## config.mk

```make
export PLATFORM = sky130hd
export DESIGN_NAME = muldiv_unit
export DESIGN_NICKNAME = d
export VERILOG_FILES = /design/src/rtl/muldiv_unit.sv
export SDC_FILE = /design/constraint.sdc
export NUM_CORES = 2
export LEC_CHECK = 0
export ABC_AREA = 1
export CAP_MARGIN = 20
export CORE_ASPECT_RATIO = 1.25
export CORE_MARGIN = 3
export CORE_UTILIZATION = 65
export DETAILED_ROUTE_END_ITERATION = 12
export PLACE_DENSITY = 0.83
export RECOVER_POWER = 100
export SLEW_MARGIN = 5
export SYNTH_ARGS = -nofsm -noshare
export SYNTH_HDL_FRONTEND = slang
export SYNTH_SLANG_ARGS = --single-unit
```

## constraint.sdc

```tcl
create_clock -name clk -period 14.4 [get_ports clk]
set_clock_uncertainty 0.05 [all_clocks]
set_input_delay 1.44 -clock clk [delete_from_list [all_inputs] [get_ports clk]]
set_output_delay 1.44 -clock clk [all_outputs]
set_load 0.02 [all_outputs]
```

## src/rtl/muldiv_unit.sv

```systemverilog
// muldiv_unit: multi-cycle multiply/divide engine for the EXE stage.
// Computes MULT/MULTU (signed/unsigned 32x32->64) and DIV/DIVU (restoring
// division, one quotient bit per cycle) and presents {hi,lo} on result.
//
// Ports:
//   clk, rst_n     clock, asynchronous active-low reset
//   start          EXE holds a mul/div instruction (level)
//   op             00 MULT, 01 MULTU, 10 DIV, 11 DIVU
//   src_a, src_b   forwarded rs/rt operands, sampled only at acceptance
//   ex_hold        EXE held by another stall source
//   flush          irq/clr: kills the in-flight operation
//   stall          stall request to the EXE/MEM register and upstream
//   done           result valid (high only in the DONE state)
//   result         {hi,lo}: product, or {remainder, quotient}
//
// Handshake: an instruction is accepted when start=1 and flush=0 in IDLE.
// done stays high while ex_hold=1; the instruction leaves EXE on the first
// DONE cycle with ex_hold=0, and the unit is back in IDLE the cycle after.
// The internal signal "state" is the FSM observation point.
module muldiv_unit #(
  parameter int MUL_LATENCY = 2,
  parameter int DIV_ITER    = 32
) (
  input  logic        clk,
  input  logic        rst_n,
  input  logic        start,
  input  logic [1:0]  op,
  input  logic [31:0] src_a,
  input  logic [31:0] src_b,
  input  logic        ex_hold,
  input  logic        flush,
  output logic        stall,
  output logic        done,
  output logic [63:0] result
);

  typedef enum logic [1:0] {S_IDLE, S_MUL, S_DIV, S_DONE} state_t;

  localparam logic [7:0] MUL_LAST = 8'((MUL_LATENCY > 1) ? (MUL_LATENCY - 2) : 0);
  localparam logic [7:0] DIV_LAST = 8'(DIV_ITER - 1);

  state_t      state;
  state_t      state_next;
  logic [7:0]  cnt;
  logic        sgn_q;      // 1 for the signed ops (MULT, DIV)
  logic [31:0] a_q;
  logic [31:0] b_q;
  logic [31:0] rem_q;
  logic [31:0] quo_q;      // dividend shifts out the top, quotient bits in
  logic [31:0] dvs_q;      // divisor magnitude
  logic        q_neg;
  logic        r_neg;
  logic [63:0] result_q;

  logic        accept;
  logic        mul_last;
  logic        div_last;

  // Low 64 bits of the sign/zero-extended 64x64 product are the exact
  // 32x32 product in both signed and unsigned interpretations.
  function automatic logic [63:0] mul64(input logic sgn, input logic [31:0] a,
                                        input logic [31:0] b);
    logic [63:0] ea;
    logic [63:0] eb;
    ea = {{32{sgn & a[31]}}, a};
    eb = {{32{sgn & b[31]}}, b};
    return ea * eb;
  endfunction

  assign accept   = (state == S_IDLE) && start && !flush;
  assign mul_last = (state == S_MUL) && (cnt == MUL_LAST);
  assign div_last = (state == S_DIV) && (cnt == DIV_LAST);

  // One restoring-division step.
  logic [32:0] rem_sh;
  logic [32:0] diff;
  logic        take;
  logic [31:0] rem_nx;
  logic [31:0] quo_nx;
  logic [31:0] q_fix;
  logic [31:0] r_fix;
  logic [63:0] div_res;

  always_comb begin
    rem_sh  = {rem_q, quo_q[31]};
    diff    = rem_sh - {1'b0, dvs_q};
    take    = !diff[32];
    rem_nx  = take ? diff[31:0] : rem_sh[31:0];
    quo_nx  = {quo_q[30:0], take};
    q_fix   = (sgn_q && q_neg) ? (~quo_nx + 32'd1) : quo_nx;
    r_fix   = (sgn_q && r_neg) ? (~rem_nx + 32'd1) : rem_nx;
    // Divide by zero: the iterations still run so latency is fixed.
    div_res = (b_q == 32'd0) ? {a_q, 32'hFFFF_FFFF} : {r_fix, q_fix};
  end

  // FSM state register.
  always_ff @(posedge clk or negedge rst_n) begin
    if (!rst_n) state <= S_IDLE;
    else        state <= state_next;
  end

  // FSM next state and outputs. flush wins over start and completion.
  always_comb begin
    state_next = state;
    stall      = 1'b0;
    done       = 1'b0;
    if (flush) begin
      state_next = S_IDLE;
    end else begin
      case (state)
        S_IDLE: if (start) state_next = op[1] ? S_DIV :
                                       ((MUL_LATENCY == 1) ? S_DONE : S_MUL);
        S_MUL:  if (mul_last) state_next = S_DONE;
        S_DIV:  if (div_last) state_next = S_DONE;
        S_DONE: if (!ex_hold) state_next = S_IDLE;
        default: state_next = S_IDLE;
      endcase
    end
    stall = accept || (state == S_MUL) || (state == S_DIV);
    done  = (state == S_DONE);
  end

  // Datapath: operand latches, counter, division registers, result.
  always_ff @(posedge clk or negedge rst_n) begin
    if (!rst_n) begin
      cnt      <= 8'd0;
      sgn_q    <= 1'b0;
      a_q      <= 32'd0;
      b_q      <= 32'd0;
      rem_q    <= 32'd0;
      quo_q    <= 32'd0;
      dvs_q    <= 32'd0;
      q_neg    <= 1'b0;
      r_neg    <= 1'b0;
      result_q <= 64'd0;
    end else if (accept) begin
      cnt   <= 8'd0;
      sgn_q <= !op[0];
      a_q   <= src_a;
      b_q   <= src_b;
      rem_q <= 32'd0;
      quo_q <= (!op[0] && src_a[31]) ? (~src_a + 32'd1) : src_a;
      dvs_q <= (!op[0] && src_b[31]) ? (~src_b + 32'd1) : src_b;
      q_neg <= src_a[31] ^ src_b[31];
      r_neg <= src_a[31];
      if (!op[1] && (MUL_LATENCY == 1)) result_q <= mul64(!op[0], src_a, src_b);
    end else if ((state == S_MUL) && !flush) begin
      if (mul_last) result_q <= mul64(sgn_q, a_q, b_q);
      else          cnt <= cnt + 8'd1;
    end else if ((state == S_DIV) && !flush) begin
      rem_q <= rem_nx;
      quo_q <= quo_nx;
      cnt   <= cnt + 8'd1;
      if (div_last) result_q <= div_res;
    end
  end

  assign result = result_q;

endmodule

```

**Power grid**

Bar = 100 um. Pins as bars on the die edge.
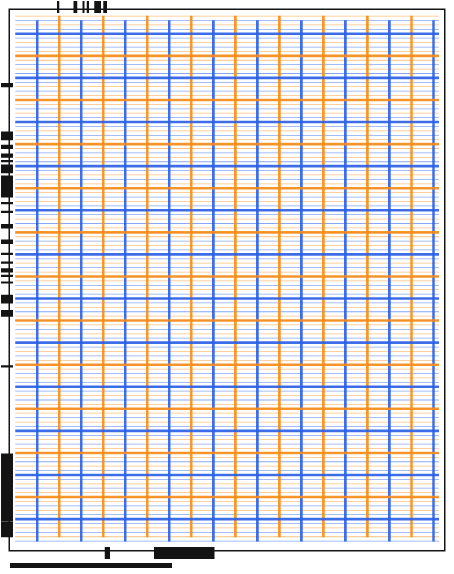
legend:
  blue:
    net: VSS
  orange:
    net: VDD
rows: 119
met4 straps: 19
met5 straps: 23
met1 rails: 120
CORE AREA: 84600 um^2
chip height: 333 um
Die Span X: 268 um

**Cells colored by class**

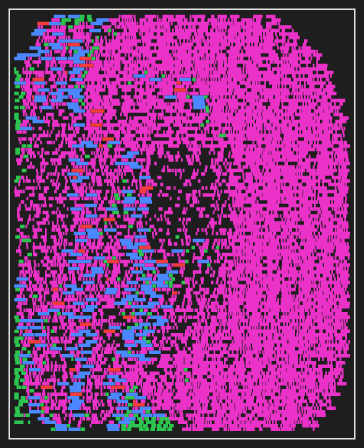
legend:
  red:
    class: clock drivers and dummy loads
    cells: 43
    share_of_their_area: 1.4%
  blue:
    class: sequential cells
    cells: 235
    share_of_their_area: 10%
  magenta:
    class: combinational and other logic
    cells: 6716
    share_of_their_area: 85%
  green:
    class: remaining buffers and delay cells
    cells: 219
    share_of_their_area: 3.4%
Rows: 119
Seq area share: 10.1%
post-layout util: 69.0%

**Routed clock nets over the placement**

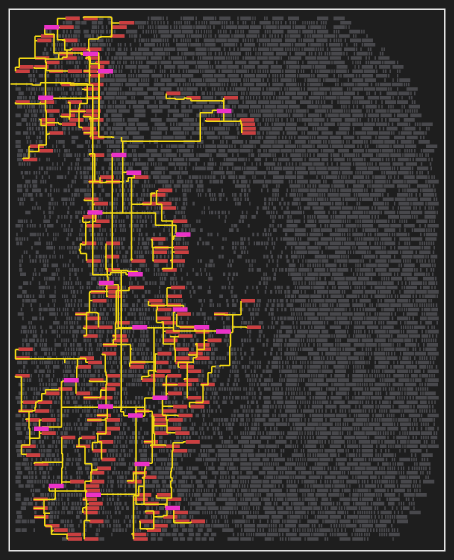
legend:
  magenta:
    item: clock drivers
    count: 24
  red:
    item: flip-flops
    count: 235
  yellow:
    item: clock wires
    length: 3580 um
routed clock nets: 25
Late-Pin Clk Latency: 0.59 ns

**Metal layers overlaid**

Bar = 100 um.
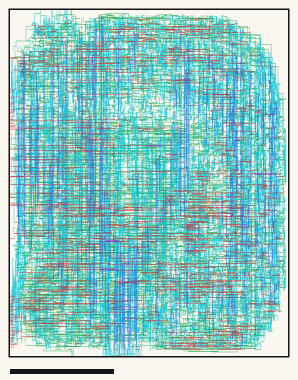
legend:
  cyan:
    layer: metal 2
    wire_length: 83.7 mm
  purple:
    layer: metal 5
    wire_length: 58.0 um
  green:
    layer: metal 1
    wire_length: 60.2 mm
  red:
    layer: metal 3
    wire_length: 15900 um
  blue:
    layer: metal 4
    wire_length: 13200 um
WL per Instance: 20.8 um
Routed WL: 173000 um
vias: 48.0k
Total GRT Usage: 40.2%

**Congestion heat map**

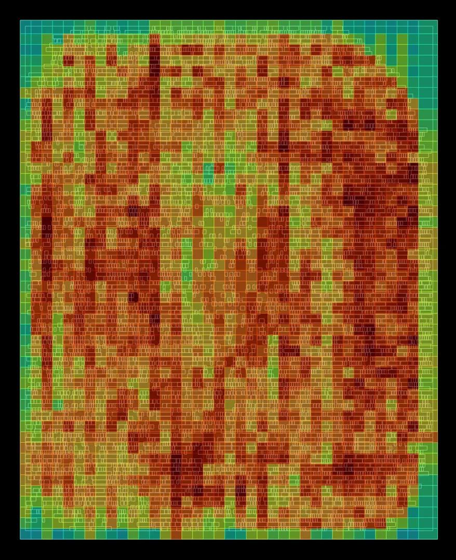
GRT Max-Usage Layer: met2
M1 GR Usage: 47.9%
M2 GR Usage: 67.3%

==> results.json <==
{
  "outcome": "finished, violations left",
  "violations": "max-capacitance violations, max-slew violations",
  "compound_area_share_pct": 7.56,
  "hold_viol": 0,
  "synth_area_um2": 55600,
  "avgSynthCellArea_um2": 7.61,
  "synthTopLogicFamily": "adder cells",
  "hold_buffers": 0,
  "crit_path_end_kind": "flip-flop",
  "grt_pass1_wl_um": 275000,
  "num-multi-input-gates": 4764,
  "max-cap-violations": 11,
  "fill_cells": 6999,
  "r2r_cells": 32,
  "fin_nets": 8647,
  "r2r_slack_ns": 3.40,
  "io_buffers": 136,
  "flop_area_um2": 5890,
  "cp.arrival_ns": 11.39,
  "simple_gate_share_pct": 18.8,
  "r2r-end": "result[62]",
  "final-max-slew-violation-count": 634,
  "crit_start": "a_q[31]",
  "gr-total-overflow": 0,
  "lay_top_cells": "1936 x inv_1, 1864 x nand2_1, 1126 x fa_1, 362 x nor2_1, 255 x o21ai_0",
  "drc": 0,
  "ys_types": 58,
  "setup.worst_path.end": "result[62]",
  "xor_share_pct": 1.06,
  "final-comb-area_um2": 41000,
  "common_cells": "1937 x inv_1, 1866 x nand2_1, 1126 x fa_1",
  "wl_met1_um": 60200,
  "cp.depth": 32,
  "cts-root-buf": "clkbuf_16",
  "rsz0062_at_grt": "false",
  "inverters_excl_clock": 1952,
  "clk_path_buf_depth": 3,
  "dpl_cell_area_um2": 57500,
  "mux_share_pct": 0.0203,
  "lay_top_count": "inv_1",
  "most_common_cell": "inv_1",
  "setup-tns-final_ns": 0,
  "cpPeakStageDelay_ns": 1.51,
  "slowest_stage": "clkbuf_1",
  "grt_pass1_vias": 51100,
  "worst-setup-path-type": "flip-flop to flip-flop",
  "yosys_warnings": 0,
  "setup_viol_count_final": 0
}
## state kept, by name (all words and copies together) (netlist names)
| name | count |
|---|---|
| quo_q | 32 |
| dvs_q | 31 |
| b_q | 32 |
| cnt | 8 |
| q_neg | 1 |
| state | 2 |
| result | 64 |
| a_q | 32 |
| rem_q | 32 |
| sgn_q | 1 |
## stage by stage
| stage | instances | setup WS [ns] | hold WS (ns) | utilization, % |
|---|---|---|---|---|
| floorplan | 7304 | 6.55 | 0.403 | - |
| global placement | 8257 | 5.70 | 0.416 | 68.0 |
| detailed placement | 8257 | 5.52 | 0.420 | 68.0 |
| CTS | 8300 | 5.48 | 0.437 | 69.0 |
| global route | 8302 | 2.79 | 0.455 | 69.0 |
| finish | 8305 | 3.40 | 0.430 | 69.0 |
